## src/rtl/regfile_pkg.sv

```systemverilog
// rtl/regfile_pkg.sv - register file geometry and shared index/data types
package regfile_pkg;

   localparam int ADDR_W   = 5;
   localparam int DATA_W   = 32;
   localparam int NUM_REGS = 32;

   typedef logic [ADDR_W-1:0] reg_idx_t;
   typedef logic [DATA_W-1:0] reg_data_t;

endpackage

```

## src/rtl/regfile_fwd_mux.sv

```systemverilog
// rtl/regfile_fwd_mux.sv - per-operand select: disabled zero, forwarded writeback, or base data
// REGFILE_ZERO_REG_EN: index 0 reads as zero and is never forwarded.
module regfile_fwd_mux #(
   parameter int DATA_W = regfile_pkg::DATA_W,
   parameter int ADDR_W = regfile_pkg::ADDR_W
) (
   input  logic              op_en,
   input  logic [ADDR_W-1:0] op_rs,
   input  logic              wb_valid,
   input  logic [ADDR_W-1:0] wb_reg,
   input  logic [DATA_W-1:0] wb_data,
   input  logic [DATA_W-1:0] base_data,
   output logic [DATA_W-1:0] op_data
);
   import regfile_pkg::*;

   always_comb begin
      op_data = base_data;
      if (!op_en) begin
         op_data = '0;
      end
`ifdef REGFILE_ZERO_REG_EN
      else if (op_rs == '0) begin
         op_data = '0;
      end
`endif
      else if (wb_valid && (wb_reg == op_rs)) begin
         op_data = wb_data;
      end
   end

endmodule

```

## src/rtl/regfile_operand_fetch.sv

```systemverilog
// rtl/regfile_operand_fetch.sv - two-stage operand fetch with writeback forwarding
// REGFILE_ZERO_REG_EN: hardwire register index 0 to zero.
module regfile_operand_fetch #(
   parameter int TAG_W  = 4,
   parameter int DATA_W = regfile_pkg::DATA_W,
   parameter int ADDR_W = regfile_pkg::ADDR_W
) (
   input  logic              clk,
   input  logic              rst_n,
   input  logic              in_valid,
   output logic              in_ready,
   input  logic [ADDR_W-1:0] in_rs1,
   input  logic [ADDR_W-1:0] in_rs2,
   input  logic              in_rs1_en,
   input  logic              in_rs2_en,
   input  logic [TAG_W-1:0]  in_tag,
   output logic [ADDR_W-1:0] rf_read_reg1,
   output logic [ADDR_W-1:0] rf_read_reg2,
   output logic              rf_read_en1,
   output logic              rf_read_en2,
   input  logic [DATA_W-1:0] rf_read_data1,
   input  logic [DATA_W-1:0] rf_read_data2,
   input  logic              wb_valid,
   input  logic [ADDR_W-1:0] wb_reg,
   input  logic [DATA_W-1:0] wb_data,
   output logic              rf_write_en,
   output logic [ADDR_W-1:0] rf_write_reg,
   output logic [DATA_W-1:0] rf_write_data,
   output logic              out_valid,
   input  logic              out_ready,
   output logic [DATA_W-1:0] out_op1,
   output logic [DATA_W-1:0] out_op2,
   output logic [TAG_W-1:0]  out_tag
);
   import regfile_pkg::*;

   logic              s1_valid_q, s1_valid_d;
   logic [ADDR_W-1:0] s1_rs1_q, s1_rs1_d, s1_rs2_q, s1_rs2_d;
   logic              s1_en1_q, s1_en1_d, s1_en2_q, s1_en2_d;
   logic [TAG_W-1:0]  s1_tag_q, s1_tag_d;
   logic              s1_byp1_q, s1_byp1_d, s1_byp2_q, s1_byp2_d;
   logic [DATA_W-1:0] s1_byp_data1_q, s1_byp_data1_d, s1_byp_data2_q, s1_byp_data2_d;

   logic              out_valid_q, out_valid_d;
   logic [DATA_W-1:0] out_op1_q, out_op1_d, out_op2_q, out_op2_d;
   logic [TAG_W-1:0]  out_tag_q, out_tag_d;
   logic [ADDR_W-1:0] out_rs1_q, out_rs1_d, out_rs2_q, out_rs2_d;
   logic              out_en1_q, out_en1_d, out_en2_q, out_en2_d;

   logic              s1_move, fire;
   logic              rd_ok1, rd_ok2, wr_ok;
   logic [DATA_W-1:0] s1_base1, s1_base2, s1_op1, s1_op2, hold_op1, hold_op2;

`ifdef REGFILE_ZERO_REG_EN
   assign rd_ok1 = (in_rs1 != '0);
   assign rd_ok2 = (in_rs2 != '0);
   assign wr_ok  = (wb_reg != '0);
`else
   assign rd_ok1 = 1'b1;
   assign rd_ok2 = 1'b1;
   assign wr_ok  = 1'b1;
`endif

   assign rf_write_en   = wb_valid && wr_ok;
   assign rf_write_reg  = wb_reg;
   assign rf_write_data = wb_data;

   assign s1_move  = s1_valid_q && (!out_valid_q || out_ready);
   assign in_ready = rst_n && (!s1_valid_q || s1_move);
   assign fire     = in_valid && in_ready;

   assign rf_read_reg1 = in_rs1;
   assign rf_read_reg2 = in_rs2;
   assign rf_read_en1  = fire && in_rs1_en && rd_ok1;
   assign rf_read_en2  = fire && in_rs2_en && rd_ok2;

   // The RF read register only reflects writes up to the accept cycle; writes seen
   // while S1 is stalled are captured here so they are not lost before the move.
   assign s1_base1 = s1_byp1_q ? s1_byp_data1_q : rf_read_data1;
   assign s1_base2 = s1_byp2_q ? s1_byp_data2_q : rf_read_data2;

   regfile_fwd_mux #(.DATA_W(DATA_W), .ADDR_W(ADDR_W)) u_s1_mux1 (
      .op_en(s1_en1_q), .op_rs(s1_rs1_q), .wb_valid(wb_valid), .wb_reg(wb_reg),
      .wb_data(wb_data), .base_data(s1_base1), .op_data(s1_op1)
   );
   regfile_fwd_mux #(.DATA_W(DATA_W), .ADDR_W(ADDR_W)) u_s1_mux2 (
      .op_en(s1_en2_q), .op_rs(s1_rs2_q), .wb_valid(wb_valid), .wb_reg(wb_reg),
      .wb_data(wb_data), .base_data(s1_base2), .op_data(s1_op2)
   );
   regfile_fwd_mux #(.DATA_W(DATA_W), .ADDR_W(ADDR_W)) u_out_mux1 (
      .op_en(out_en1_q), .op_rs(out_rs1_q), .wb_valid(wb_valid), .wb_reg(wb_reg),
      .wb_data(wb_data), .base_data(out_op1_q), .op_data(hold_op1)
   );
   regfile_fwd_mux #(.DATA_W(DATA_W), .ADDR_W(ADDR_W)) u_out_mux2 (
      .op_en(out_en2_q), .op_rs(out_rs2_q), .wb_valid(wb_valid), .wb_reg(wb_reg),
      .wb_data(wb_data), .base_data(out_op2_q), .op_data(hold_op2)
   );

   always_comb begin
      s1_valid_d     = s1_valid_q;
      s1_rs1_d       = s1_rs1_q;
      s1_rs2_d       = s1_rs2_q;
      s1_en1_d       = s1_en1_q;
      s1_en2_d       = s1_en2_q;
      s1_tag_d       = s1_tag_q;
      s1_byp1_d      = s1_byp1_q;
      s1_byp2_d      = s1_byp2_q;
      s1_byp_data1_d = s1_byp_data1_q;
      s1_byp_data2_d = s1_byp_data2_q;
      if (fire) begin
         s1_valid_d = 1'b1;
         s1_rs1_d   = in_rs1;
         s1_rs2_d   = in_rs2;
         s1_en1_d   = in_rs1_en;
         s1_en2_d   = in_rs2_en;
         s1_tag_d   = in_tag;
         s1_byp1_d  = 1'b0;
         s1_byp2_d  = 1'b0;
      end else if (s1_move) begin
         s1_valid_d = 1'b0;
      end else if (s1_valid_q) begin
         s1_byp1_d      = 1'b1;
         s1_byp2_d      = 1'b1;
         s1_byp_data1_d = s1_op1;
         s1_byp_data2_d = s1_op2;
      end
   end

   always_comb begin
      out_valid_d = out_valid_q;
      out_op1_d   = out_op1_q;
      out_op2_d   = out_op2_q;
      out_tag_d   = out_tag_q;
      out_rs1_d   = out_rs1_q;
      out_rs2_d   = out_rs2_q;
      out_en1_d   = out_en1_q;
      out_en2_d   = out_en2_q;
      if (s1_move) begin
         out_valid_d = 1'b1;
         out_op1_d   = s1_op1;
         out_op2_d   = s1_op2;
         out_tag_d   = s1_tag_q;
         out_rs1_d   = s1_rs1_q;
         out_rs2_d   = s1_rs2_q;
         out_en1_d   = s1_en1_q;
         out_en2_d   = s1_en2_q;
      end else if (out_valid_q && out_ready) begin
         out_valid_d = 1'b0;
      end else if (out_valid_q) begin
         out_op1_d = hold_op1;
         out_op2_d = hold_op2;
      end
   end

   always_ff @(posedge clk or negedge rst_n) begin
      if (!rst_n) begin
         s1_valid_q     <= 1'b0;
         s1_rs1_q       <= '0;
         s1_rs2_q       <= '0;
         s1_en1_q       <= 1'b0;
         s1_en2_q       <= 1'b0;
         s1_tag_q       <= '0;
         s1_byp1_q      <= 1'b0;
         s1_byp2_q      <= 1'b0;
         s1_byp_data1_q <= '0;
         s1_byp_data2_q <= '0;
         out_valid_q    <= 1'b0;
         out_op1_q      <= '0;
         out_op2_q      <= '0;
         out_tag_q      <= '0;
         out_rs1_q      <= '0;
         out_rs2_q      <= '0;
         out_en1_q      <= 1'b0;
         out_en2_q      <= 1'b0;
      end else begin
         s1_valid_q     <= s1_valid_d;
         s1_rs1_q       <= s1_rs1_d;
         s1_rs2_q       <= s1_rs2_d;
         s1_en1_q       <= s1_en1_d;
         s1_en2_q       <= s1_en2_d;
         s1_tag_q       <= s1_tag_d;
         s1_byp1_q      <= s1_byp1_d;
         s1_byp2_q      <= s1_byp2_d;
         s1_byp_data1_q <= s1_byp_data1_d;
         s1_byp_data2_q <= s1_byp_data2_d;
         out_valid_q    <= out_valid_d;
         out_op1_q      <= out_op1_d;
         out_op2_q      <= out_op2_d;
         out_tag_q      <= out_tag_d;
         out_rs1_q      <= out_rs1_d;
         out_rs2_q      <= out_rs2_d;
         out_en1_q      <= out_en1_d;
         out_en2_q      <= out_en2_d;
      end
   end

   assign out_valid = out_valid_q;
   assign out_op1   = out_op1_q;
   assign out_op2   = out_op2_q;
   assign out_tag   = out_tag_q;

endmodule

```

## config.mk

```make
export PLATFORM = sky130hd
export DESIGN_NAME = regfile_operand_fetch
export DESIGN_NICKNAME = d
export VERILOG_FILES = /design/src/rtl/regfile_pkg.sv /design/src/rtl/regfile_fwd_mux.sv /design/src/rtl/regfile_operand_fetch.sv
export SDC_FILE = /design/constraint.sdc
export NUM_CORES = 1
export LEC_CHECK = 0
export CORE_MARGIN = 4
export CORE_UTILIZATION = 50
export CTS_CLUSTER_SIZE = 8
export DETAILED_ROUTE_END_ITERATION = 10
export PLACE_DENSITY_LB_ADDON = 0.08
export RECOVER_POWER = 25
export SLEW_MARGIN = 5
export SYNTH_ARGS = -nofsm -noshare
export SYNTH_HDL_FRONTEND = slang
export SYNTH_SLANG_ARGS = --single-unit
```

## constraint.sdc

```tcl
create_clock -name clk -period 3 [get_ports clk]
set_input_delay 0.3 -clock clk [delete_from_list [all_inputs] [get_ports clk]]
set_output_delay 0.3 -clock clk [all_outputs]
set_load 0.02 [all_outputs]
```

### Cell density map, run 1

The die is cut into 15 by 15 equal tiles; white is low, dark blue is high, 0 to 100% covered.
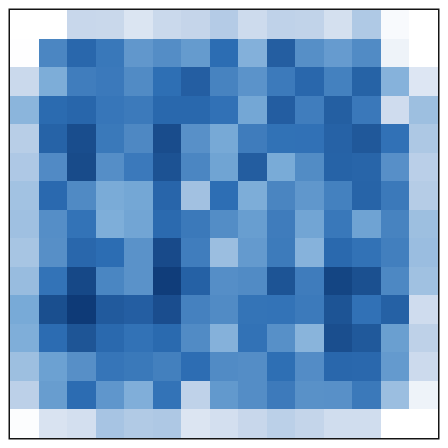
fullest tile: 96%
tiles over 75% full: 24%
mean over tiles: 57%
FP Core Util: 51.6%
CORE AREA: 19000 um^2
final core utilization: 67.4%

### The metal 2 layer, run 1

Cells faint in the background.
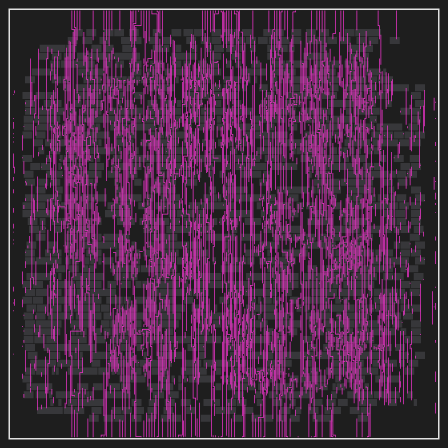
longest straight run: 53.9 um
main direction: vertical
final wirelength: 33700 um
via count: 9297

### Register map, names as in the netlist, run 1

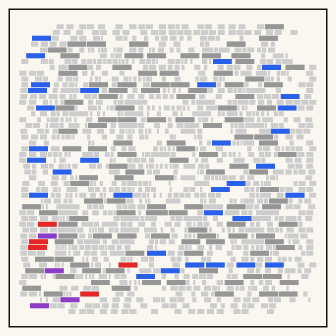
legend:
  blue:
    netlist_name: `out_op2`
    sequential_cells: 32
    where: widely spread
  purple:
    netlist_name: `out_tag`
    sequential_cells: 4
    where: south-west
  red:
    netlist_name: `s1_rs2_q`
    sequential_cells: 5
    where: south-west
not coloured: 122
storage element area: 4080 um^2
Seq. pwr: 0.00327 W
register share of the cell area: 31.9%

-- run 1: kinds of logic after synthesis --
logic type      count (synthesis)
mux                            14
compound gates                388
simple gates                  280
buf+inv                       157
flops                         163
xor+xnor                       20
-- run 1: registers in the layout (all words and copies together) (netlist names), 4 cells and up --
| signal | flops |
|---|---|
| out_op1 | 32 |
| out_op2 | 32 |
| s1_byp_data1_q | 32 |
| s1_byp_data2_q | 32 |
| out_rs1_q | 5 |
| out_rs2_q | 5 |
| s1_rs1_q | 5 |
| s1_rs2_q | 5 |
| out_tag | 4 |
| s1_tag_q | 4 |
-- run 1: path summary, 6_finish.rpt --
check                             from                 end  depth (start not counted)
min in group asynchronous        rst_n         out_op2[12]                          2
min reg2reg                s1_tag_q[1]          out_tag[1]                          2
max reg2reg                s1_rs2_q[4]  s1_byp_data2_q[12]                          5
min                        s1_tag_q[1]          out_tag[1]                          2
max in group asynchronous        rst_n         out_op2[21]                          3
max                          wb_reg[4]  s1_byp_data2_q[12]                          6
-- run 1: cells in the mapped netlist, drive strengths merged, types with 2 or more instances --
library cell	instances
dfrtp	163
nand2	121
o21ai	110
nor2b	83
buf	78
clkbuf	77
a221oi	64
o32a	62
o21a	47
a311oi	35
o211ai	30
nand3b	27
nor2	27
a31oi	17
o31ai	16
mux2	14
xnor2	12
xor2	8
a21oi	4
and2	4
and3	4
a21o	2
inv	2
nand4	2
nand4b	2
nor3b	2
nor4	2
-- run 1: layout make-up --
| cell class | count | share of cell area, % |
|---|---|---|
| inverters | 2 | 0.0587 |
| well taps | 260 | 2.55 |
| clock inverters | 14 | 1.58 |
| repair buffers | 279 | 21.7 |
| clock buffers | 18 | 3.44 |
| multi-input cells | 702 | 38.7 |
| flip-flops and latches | 163 | 31.9 |
==> results.tsv, run 1 <==
metric	value	unit
outcome	completed	
gr-usage-met3	7.30	%
grt_pass1_wl	52400	um
end_kind	flop	
cts_setup_buffers	0	
clock_latency	0.43	ns
ys_sh_mux	1.61	%
crit_path_start_kind	input port	
p_seq_share	35.9	%
grt_use_total	30.0	%
postCtsHoldBufs	0	
crit_chain	clkdlybuf4s50_1 > xnor2_2 > and2_2 > nand2_1 > o21ai_0 > o21ai_0	
place_congestion	0.835	
p_per_area	713	nW/um^2
numSynthFlops	163	
synth.top_cells.by_area	dfrtp_1 (42%), o32a_1 (6.3%), o21ai_0 (5.6%), nor2b_1 (5.3%), nand2_1 (4.6%)	
wire_per_inst	23.4	um
overflow	0	
wl_met1	13700	um
drc	0	
drtPass1Iterations	5	
instances_no_fill	1438	
clk_pin_slew	0.07	ns
synth_cell_types	42	
num-fill-cells	1567	
placed_cell_area	12200	um^2
tightest_slew	1.42	ns
aoi_share	31.4	%
yosysChipArea	9780	um^2
ant_nets	0	
netlist_instances	1022	
ys_cells	1022	
cts.repair.resized	0	
async_reset_ff_share	100	%
cp.arrival	2.98	ns
top_logic_kind	AND-OR/OR-AND gates	
nets	1287	
drt_iter0_drc	972	
ctsLongestPathBuffers	2	
lay_top_cells	clkdlybuf4s50_1 (239), dfrtp_1 (162), nand2_1 (120), o21ai_0 (110), nor2b_1 (82)	
antenna_found_initial	0	
mi_logic_area	4950	um^2
xor_share	1.79	%
drv_slew	0	
dieWidth	148	um
worst-setup-path-type	input port to flop	
fin_setup_tns	0	ns
worstPathRequired	3.29	ns
lay_top_count	clkdlybuf4s50_1	
design_area	12800	um^2
diodes	0	
power	0.00911	W
layout-drive-gt1-share	11.1	%
layout_worst_path_cycle_share	89.7	%
synth-main-ff-cell	dfrtp_1	
p_leak	4.93	nW
grt_pass1_vias	9261	
top_area_share	41.7	%
met3_length	3440	um
tritoncts	built	
die_h	148	um
p_switching	0.00333	W
hold_path.class	flop to flop	
cp_slowest_cell	and2_2	
drt-vias-per-instance	6.47	
warnings	26	
crit_path_frequent_cell	o21ai_0	
reg2reg_setup_slack	0.38	ns
rsz0062_at_grt	false	
internal_power	0.00579	W
cts_buffers	17	
relSlewSlack	5.50	%
cts.sink_count	163	
fin_skew	0.0107	ns
dpl.hpwl	21600	um
dp_cells	1406	
postSynthAreaPerCell	9.57	um^2
fp-row-count	50	
use_met2	47.5	%
port_buffers	241	
yosys.area.top_type	dfrtp_1	
htreeDepth	4	
grt_start_max_net_pins	82	
synth-edff-count	0	
die-area	21900	um^2
ios	242	
yosysWarningCount	0	
cpPeakStageDelay	0.80	ns
ys_seq_share	41.7	%
p_clk_share	26.2	%
grt-busiest-layer	met2	
fmax	0.371	GHz
synthAdderAreaFrac	0	%
cp_top_family	simple AND/OR/NAND/NOR gates	
fin_crit	2.69	ns
setup_ws	0.308	ns
root_buffer	clkbuf_16	
ir_drop	465	uV
dr_wl_met2	15800	um
area_delta_synth_final	30.6	%
crit_fanout	33	
maxCapViolations	0	
p_sw_share	36.5	%
use_met1	41.5	%
final_hold_viol_count	0	
holdWs	0.461	ns
pwr-share-comb	37.9	%
top_layer_used	met4	
fp_nets	1144	
dp_slack	-0.105	ns
p_comb	0.00345	W
powerClk	0.00239	W
largestPowerGroup	combinational cells	
finalSetupViolations	0	
syn_area	9780	um^2
path_buffers	1	
simple_gate_share	15.0	%
## Run 2: what changed since run 1
- ABC_CLOCK_PERIOD_IN_PS: default -> 2750
- clock period: 3 -> 2.75 ns (I/O delays scaled with it)
### The metal 1 layer, run 2

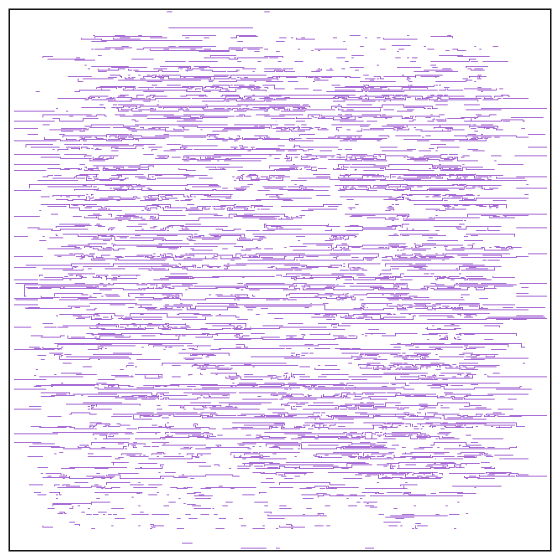
longest straight run: 44.2 um
wire length on this layer: 13600 um
nets with wire on the layer: 1156

### Cell density map, run 2

The die is cut into 15 by 15 equal tiles; white is low, dark blue is high, 0 to 100% covered.
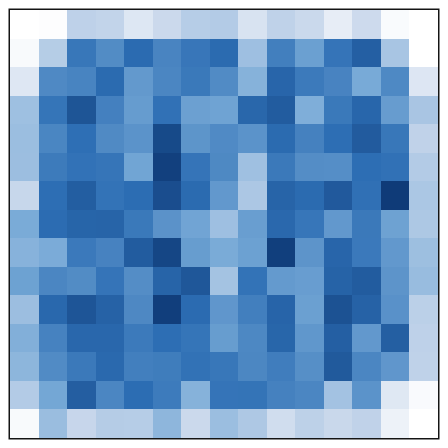
nearly empty tiles: 2.2%
fullest tile: 95%
tiles over 75% full: 24%
mean over tiles: 57%

==> run 2 against run 1 <==
Core utilization is 0.20 points higher. Clock power about the same. Synthesized cell count unchanged. Die area did not move. Critical path depth is 1 lower. Global-route usage decreased by 0.39 points. Sequential power is 8.9% higher. Via count shrank 1.5%. Total power grew 6.6%. Clock skew up 0.0038 ns. Area after synthesis stayed put. Critical path type is now flop to primary output.
==> results.tsv, run 2 <==
metric	value	unit	change
outcome	completed		unchanged
maxCapViolations	0		unchanged
cts_setup_buffers	0		unchanged
num-fill-cells	1511		was 1567
synth.top_cells.by_area	dfrtp_1 (42%), o32a_1 (6.3%), o21ai_0 (5.6%), nor2b_1 (5.3%), nand2_1 (4.6%)		unchanged
wire_per_inst	22.7	um	was 23.4 um
dp_slack	0.138	ns	was -0.105 ns
internal_power	0.00606	W	was 0.00579 W
flops	163		unchanged
tightest_slew	0.947	ns	was 1.42 ns
grt_use_total	29.6	%	was 30.0%
warnings	28		was 26
synth-main-ff-cell	dfrtp_1		unchanged
fp-row-count	50		unchanged
crit_start	out_valid		was wb_reg[4]
top_cell	dfrtp_1		unchanged
ctsLongestPathBuffers	2		unchanged
p_sw_share	37.7	%	was 36.5%
p_per_area	758	nW/um^2	was 713 nW/um^2
fmax	0.405	GHz	
common_cells	dfrtp_1 (163), nand2_1 (121), o21ai_0 (110)		unchanged
tritoncts	built		unchanged
rr_startpoint	s1_rs2_q[2]		was s1_rs2_q[4]
hold_path.class	input port to async pin		was flop to flop
port_buffers	241		unchanged
p_leak	4.98	nW	was 4.93 nW
reg2regPathDepth	6		was 5
comb-cell-share	38.6	%	was 38.7%
fin_setup_tns	0	ns	unchanged
rsz0062_at_grt	false		unchanged
p_switching	0.00366	W	was 0.00333 W
logic_gates	702		unchanged
ys_seq_share	41.7	%	unchanged
relSlewSlack	36.9	%	was 5.50%
num_vias	9154		was 9297
yosys.area.top_type	dfrtp_1		unchanged
synth-edff-count	0		unchanged
overflow	0		unchanged
instances_no_fill	1450		was 1438
worst-setup-path-type	flop to primary output		was input port to flop
syn_area	9780	um^2	unchanged
dr_wl_met2	15500	um	was 15800 um
area_delta_synth_final	31.0	%	was 30.6%
die_h	148	um	unchanged
ios	242		unchanged
reg2reg_setup_slack	0.57	ns	was 0.38 ns
p_clk_share	24.5	%	was 26.2%
clk_pin_slew	0.07	ns	about the same
cts.repair.resized	0		unchanged
async_reset_ff_share	100	%	unchanged
fin_crit	2.47	ns	
finalWirelength	33000	um	was 33700 um
dp_cells	1417		was 1406
crit_path_start_kind	flop		was input port
yosysChipArea	9780	um^2	unchanged
place_congestion	0.828		was 0.835
clkbuf_count	17		was 18
grt_pass1_vias	9193		was 9261
core_area	19000	um^2	unchanged
drt-vias-per-instance	6.31		was 6.47
cts_buffers	17		unchanged
yosysWarningCount	0		unchanged
critPathCapture	rf_read_en2		was s1_byp_data2_q[12]
root_buffer	clkbuf_16		unchanged
met3_length	3190	um	was 3440 um
mi_logic_area	4950	um^2	unchanged
nonClkBufAreaFrac	22.5	%	was 21.7%
postCtsHoldBufs	0		unchanged
setup_ws	0.281	ns	was 0.308 ns
nets	1298		was 1287
lay_top_count	clkdlybuf4s50_1		unchanged
fin_skew	0.0145	ns	was 0.0107 ns
top_area_share	41.7	%	unchanged
ant_nets	0		unchanged
floorplan.core_util	51.6	%	unchanged
power	0.00972	W	was 0.00911 W
ys_cells	1022		unchanged
dieWidth	148	um	unchanged
finalSetupViolations	0		unchanged
inverters_excl_clock	2		unchanged
dpl.hpwl	21200	um	was 21600 um
clock_latency	0.44	ns	was 0.43 ns
clock_cell_area_share	4.46	%	was 5.01%
numSynthFlops	163		unchanged
buffers	290		was 279
die-area	21900	um^2	unchanged
fp_nets	1144		unchanged
synth_cell_types	42		unchanged
r2r_end	out_op2[8]		was s1_byp_data2_q[12]
wl_met1	13600	um	was 13700 um
cp.arrival	2.19	ns	was 2.98 ns
grt_pass1_wl	51500	um	was 52400 um
layout_worst_path_cycle_share	89.8	%	
seqCellArea	4080	um^2	unchanged
postSynthAreaPerCell	9.57	um^2	unchanged
pwr-share-comb	38.9	%	was 37.9%
drc	0		unchanged
netlist_instances	1022		unchanged
htreeDepth	4		unchanged
drv_slew	0		unchanged
[run 2: cell counts after synthesis]
No cell type changed its count.
[run 2: critical path: stages, from the launching register on]
cell and delay, ns:
dfrtp_1 0.41, and2b_1 0.23, nand2_4 0.08, and2_1 0.17
and3_1 0.21, clkdlybuf4s50_1 0.66
[run 2: cells by family after synthesis]
family	share of synthesized area [%]
DFF	41.7
xor gates and xnor gates	1.79
muxes	1.61
AOI/OAI and AO/OA	31.4
and+or+nand+nor	15.0
buffers and inverters	8.45
[run 2: layer usage]
metal	up-vias	track usage [%]
met2	488	46.2
met5	-	0
met1	4512	40.6
met3	45	7.91
li1	4109	-
met4	0	8.82
[run 2: how the worst min path moves through the flow]
stage	slack (ns)	depth (start not counted)	end	startpoint
5_1_grt	0.36	2	s1_byp_data2_q[13]	rst_n
3_5_place_dp	0.45	2	out_tag[1]	s1_tag_q[1]
2_1_floorplan	-0.02	0	out_en1_q	rst_n
4_1_cts	0.09	2	s1_byp_data2_q[13]	rst_n
3_3_place_gp	0.44	2	out_tag[0]	s1_tag_q[0]
6_report	0.26	2	s1_byp_data2_q[13]	rst_n
[run 2: power by group through the flow]
stage                     clock [W]  combinational, W  sequential (W)
final                       0.00238           0.00378         0.00356
after detailed placement          0           0.00376         0.00359
after floorplan                   0           0.00174         0.00386
after global routing        0.00252           0.00403         0.00363
after global placement            0           0.00371         0.00358
after CTS                   0.00241           0.00378         0.00355
[run 2: through the flow]
stage	util, %	cell area [um^2]
final	67.6	12800
after detailed placement	64.6	12300
after floorplan	-	9780
after global placement	64.6	12300
after global routing	67.6	12800
after CTS	67.6	12800
Power is estimated from default activity; no workload was simulated.
